File: src/rtl/pulse_pkg.sv
// Shared types for the pulse compressor: FSM state encoding.
package pulse_pkg;

    typedef enum logic [2:0] {
        WAIT_LOW = 3'd0,
        IDLE     = 3'd1,
        QUAL     = 3'd2,
        ACTIVE   = 3'd3,
        TIMEOUT  = 3'd4
    } state_e;

endpackage

File: src/rtl/pulse_sync.sv
// Input synchroniser: STAGES-deep flop chain, cleared by synchronous reset.
module pulse_sync #(
    parameter int unsigned STAGES = 2
) (
    input  logic clk,
    input  logic rst,
    input  logic d,
    output logic s
);

    logic [STAGES-1:0] chain_q;
    logic [STAGES-1:0] chain_d;

    always_comb begin
        chain_d    = chain_q;
        chain_d[0] = d;
        for (int unsigned i = 1; i < STAGES; i++) begin
            chain_d[i] = chain_q[i-1];
        end
    end

    always_ff @(posedge clk) begin
        if (rst) begin
            chain_q <= '0;
        end else begin
            chain_q <= chain_d;
        end
    end

    assign s = chain_q[STAGES-1];

endmodule

File: src/rtl/pulse_compressor.sv
// Recovers one single-cycle strobe per stretched input pulse, and qualifies and
// measures the pulse width (glitch rejection, stuck-high timeout).
module pulse_compressor
    import pulse_pkg::*;
#(
    parameter int unsigned SYNC_STAGES = 2,
    parameter int unsigned CNT_W       = 8,
    parameter int unsigned MIN_WIDTH   = 4,
    parameter int unsigned MAX_WIDTH   = 200
) (
    input  logic             clk,
    input  logic             rst,
    input  logic             pulse_in,
    output logic             pulse_out,
    output logic [CNT_W-1:0] width_out,
    output logic             width_valid,
    output logic             glitch_err,
    output logic             timeout_err,
    output logic             busy
);

    localparam logic [CNT_W-1:0] SYNC_C = CNT_W'(SYNC_STAGES);
    localparam logic [CNT_W-1:0] MIN_C  = CNT_W'(MIN_WIDTH);
    localparam logic [CNT_W-1:0] MAX_C  = CNT_W'(MAX_WIDTH);

    logic s;

    state_e           state_q, state_d;
    logic [CNT_W-1:0] cnt_q, cnt_d;
    logic [CNT_W-1:0] cnt_inc;
    logic             pulse_out_q, pulse_out_d;
    logic [CNT_W-1:0] width_q, width_d;
    logic             width_valid_q, width_valid_d;
    logic             glitch_err_q, glitch_err_d;
    logic             timeout_err_q, timeout_err_d;
    logic             busy_q, busy_d;

    pulse_sync #(
        .STAGES(SYNC_STAGES)
    ) u_sync (
        .clk(clk),
        .rst(rst),
        .d  (pulse_in),
        .s  (s)
    );

    assign cnt_inc = cnt_q + 1'b1;

    always_ff @(posedge clk) begin
        if (rst) begin
            state_q       <= WAIT_LOW;
            cnt_q         <= '0;
            pulse_out_q   <= 1'b0;
            width_q       <= '0;
            width_valid_q <= 1'b0;
            glitch_err_q  <= 1'b0;
            timeout_err_q <= 1'b0;
            busy_q        <= 1'b0;
        end else begin
            state_q       <= state_d;
            cnt_q         <= cnt_d;
            pulse_out_q   <= pulse_out_d;
            width_q       <= width_d;
            width_valid_q <= width_valid_d;
            glitch_err_q  <= glitch_err_d;
            timeout_err_q <= timeout_err_d;
            busy_q        <= busy_d;
        end
    end

    always_comb begin
        state_d = state_q;
        cnt_d   = cnt_q;
        unique case (state_q)
            // The freshly cleared chain reads low until real samples reach s, so
            // cnt counts those priming edges before the low level is believed.
            WAIT_LOW: begin
                if (cnt_q < SYNC_C) begin
                    cnt_d = cnt_inc;
                end else if (!s) begin
                    state_d = IDLE;
                    cnt_d   = '0;
                end
            end
            IDLE: begin
                if (s) begin
                    cnt_d   = CNT_W'(1);
                    state_d = (MIN_WIDTH == 1) ? ACTIVE : QUAL;
                end
            end
            QUAL: begin
                if (s) begin
                    cnt_d = cnt_inc;
                    if (cnt_inc == MIN_C) begin
                        state_d = ACTIVE;
                    end
                end else begin
                    state_d = IDLE;
                    cnt_d   = '0;
                end
            end
            ACTIVE: begin
                if (s) begin
                    if (cnt_q == MAX_C) begin
                        state_d = TIMEOUT;
                    end else begin
                        cnt_d = cnt_inc;
                    end
                end else begin
                    state_d = IDLE;
                    cnt_d   = '0;
                end
            end
            TIMEOUT: begin
                if (!s) begin
                    state_d = IDLE;
                    cnt_d   = '0;
                end
            end
            default: begin
                state_d = WAIT_LOW;
                cnt_d   = '0;
            end
        endcase
    end

    always_comb begin
        pulse_out_d   = (state_d == ACTIVE) && (state_q != ACTIVE);
        width_valid_d = (state_q == ACTIVE) && !s;
        glitch_err_d  = (state_q == QUAL) && !s;
        timeout_err_d = (state_q == ACTIVE) && s && (cnt_q == MAX_C);
        width_d       = width_valid_d ? cnt_q : width_q;
        busy_d        = (state_d != IDLE);
    end

    assign pulse_out   = pulse_out_q;
    assign width_out   = width_q;
    assign width_valid = width_valid_q;
    assign glitch_err  = glitch_err_q;
    assign timeout_err = timeout_err_q;
    assign busy        = busy_q;

endmodule

File: config.mk
export PLATFORM = sky130hd
export DESIGN_NAME = pulse_compressor
export DESIGN_NICKNAME = d
export VERILOG_FILES = /design/src/rtl/pulse_pkg.sv /design/src/rtl/pulse_sync.sv /design/src/rtl/pulse_compressor.sv
export SDC_FILE = /design/constraint.sdc
export NUM_CORES = 1
export LEC_CHECK = 0
export ABC_AREA = 1
export CORE_ASPECT_RATIO = 1.2
export CORE_UTILIZATION = 53
export CTS_CLUSTER_SIZE = 12
export DETAILED_ROUTE_END_ITERATION = 8
export PLACE_DENSITY_LB_ADDON = 0.2
export SETUP_SLACK_MARGIN = 0.5
export SLEW_MARGIN = 40
export SYNTH_ARGS = -nofsm -noshare
export SYNTH_HDL_FRONTEND = slang
export SYNTH_SLANG_ARGS = --single-unit
File: constraint.sdc
create_clock -name clk -period 1.8 [get_ports clk]
set_input_delay 0.54 -clock clk [delete_from_list [all_inputs] [get_ports clk]]
set_output_delay 0.54 -clock clk [all_outputs]
set_load 0.02 [all_outputs]
### Sequential cells coloured by netlist name

The bar under the picture is 10 microns long. Other sequential cells in the stronger grey, the rest of the logic in the fainter grey.
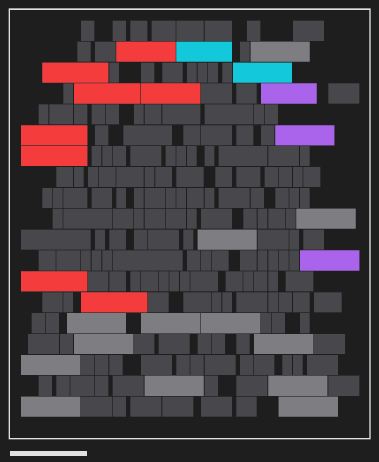
cnt_q -> red  # sequential cells 8
u_sync.chain_q -> cyan  # sequential cells 2
state_q -> purple  # sequential cells 3
not coloured = 13
final core occ: 0.786
Sequential Power: 0.724 mW
Flop area: 566 sq um
Seq area share: 0.315

### Cell classes on the final placement

The bar under the picture is 10 microns long.
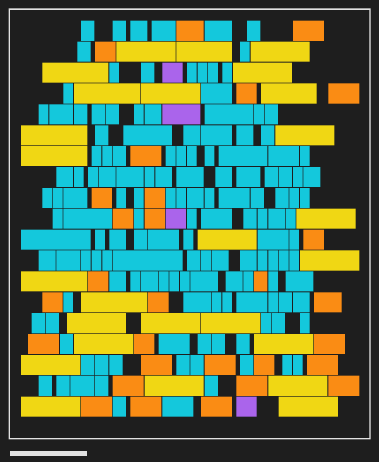
remaining buffers and delay cells -> orange  # cells 29, share of their area 16%
clock drivers and dummy loads -> purple  # cells 4, share of their area 2.1%
registers -> yellow  # cells 26, share of their area 32%
remaining logic cells -> cyan  # cells 145, share of their area 50%

### Logic cells by family

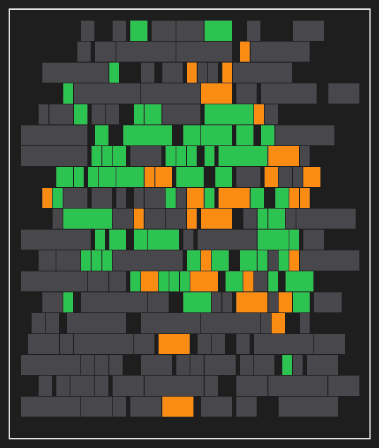
nor cells -> orange  # cells 28, most used nor2_1
nand cells -> green  # cells 62, most used nand2_1
combinational share of cell area: 0.446
Final Non-Filler Cells: 235
Commonest Layout Cell: nand2_1

==> results.txt <==
fresh numbers from the pnr run: status=finished clean, setup TNS=0 ns, largest net degree at the start of global routing=17, IO Port Bufs=15, Via density=5.68, synth top area cells=dfxtp_1 41%, nand2_1 10%, a21oi_1 7.1%, Post-DP HPWL=2090 microns, die x size=46.8 microns, clock tree buffer depth=2, Resize count post-CTS=116, Multi-input comb cells=125, Critical path destination=cnt_q[3], Max-area cell class=multi-input combinational cells, die area=2610 sq um, worst-path fanout max=5, Yosys cell types=25, Avg WL per Cell=15.7 microns, Worst-Margin Slew=0.342 ns, switching part of the total=0.398, fp util=0.559, Net Sw Power=0.724 mW, Highest Clock Rate=681 MHz, CP peak stage delay=0.42 ns, Adder Share, Synth=0.0196, XOR-XNOR Cells, Area Fraction=0.00686, Gate Area=800 sq um, # diodes=0, RSZ-0062 raised after global routing=yes, number of nets at floorplan=180, initial antenna violation count=0, cell internal pwr=1.09 mW, simple-gate share of the synthesized area=0.358, Initial DRC Count=74, placed cell areas=1450 sq um, first-pass GRT wire length=5260 microns, mean post-synth cell area=7.29 sq um, Dominant Register Cell=dfxtp_1, crit path DAT=1.73 ns, Worst Hold Depth=2, Signal buffers=29, vias in the first global route=1208, CP Capture Type=flip-flop, cell type with the largest total area=dfxtp_1, Synth flops=26, total combinational power=0.794 mW, Vias=1335, antenna viol nets, final=0
==> metrics by stage <==
step | setup WS [ns] | total power [mW] | util | hold slack, ns | instances
after floorplan | 0.493 | 1.07 | - | 0.388 | 175
after global placement | 0.281 | 1.18 | 0.636 | 0.394 | 218
after CTS | 0.413 | 1.66 | 0.726 | 0.416 | 228
after global routing | 0.275 | 1.91 | 0.786 | 0.456 | 235
after detailed placement | 0.265 | 1.19 | 0.636 | 0.398 | 218
final | 0.333 | 1.82 | 0.786 | 0.415 | 235
==> metal layers <==
layer / vias up / track usage / routed length, microns
li1: 632 / - / -
met3: 19 / 0.0390 / 92
met5: - / 0 / 0
met2: 48 / 0.464 / 2080
met1: 636 / 0.312 / 1340
met4: 0 / 0.155 / 183
Power is estimated from default activity; no workload was simulated.
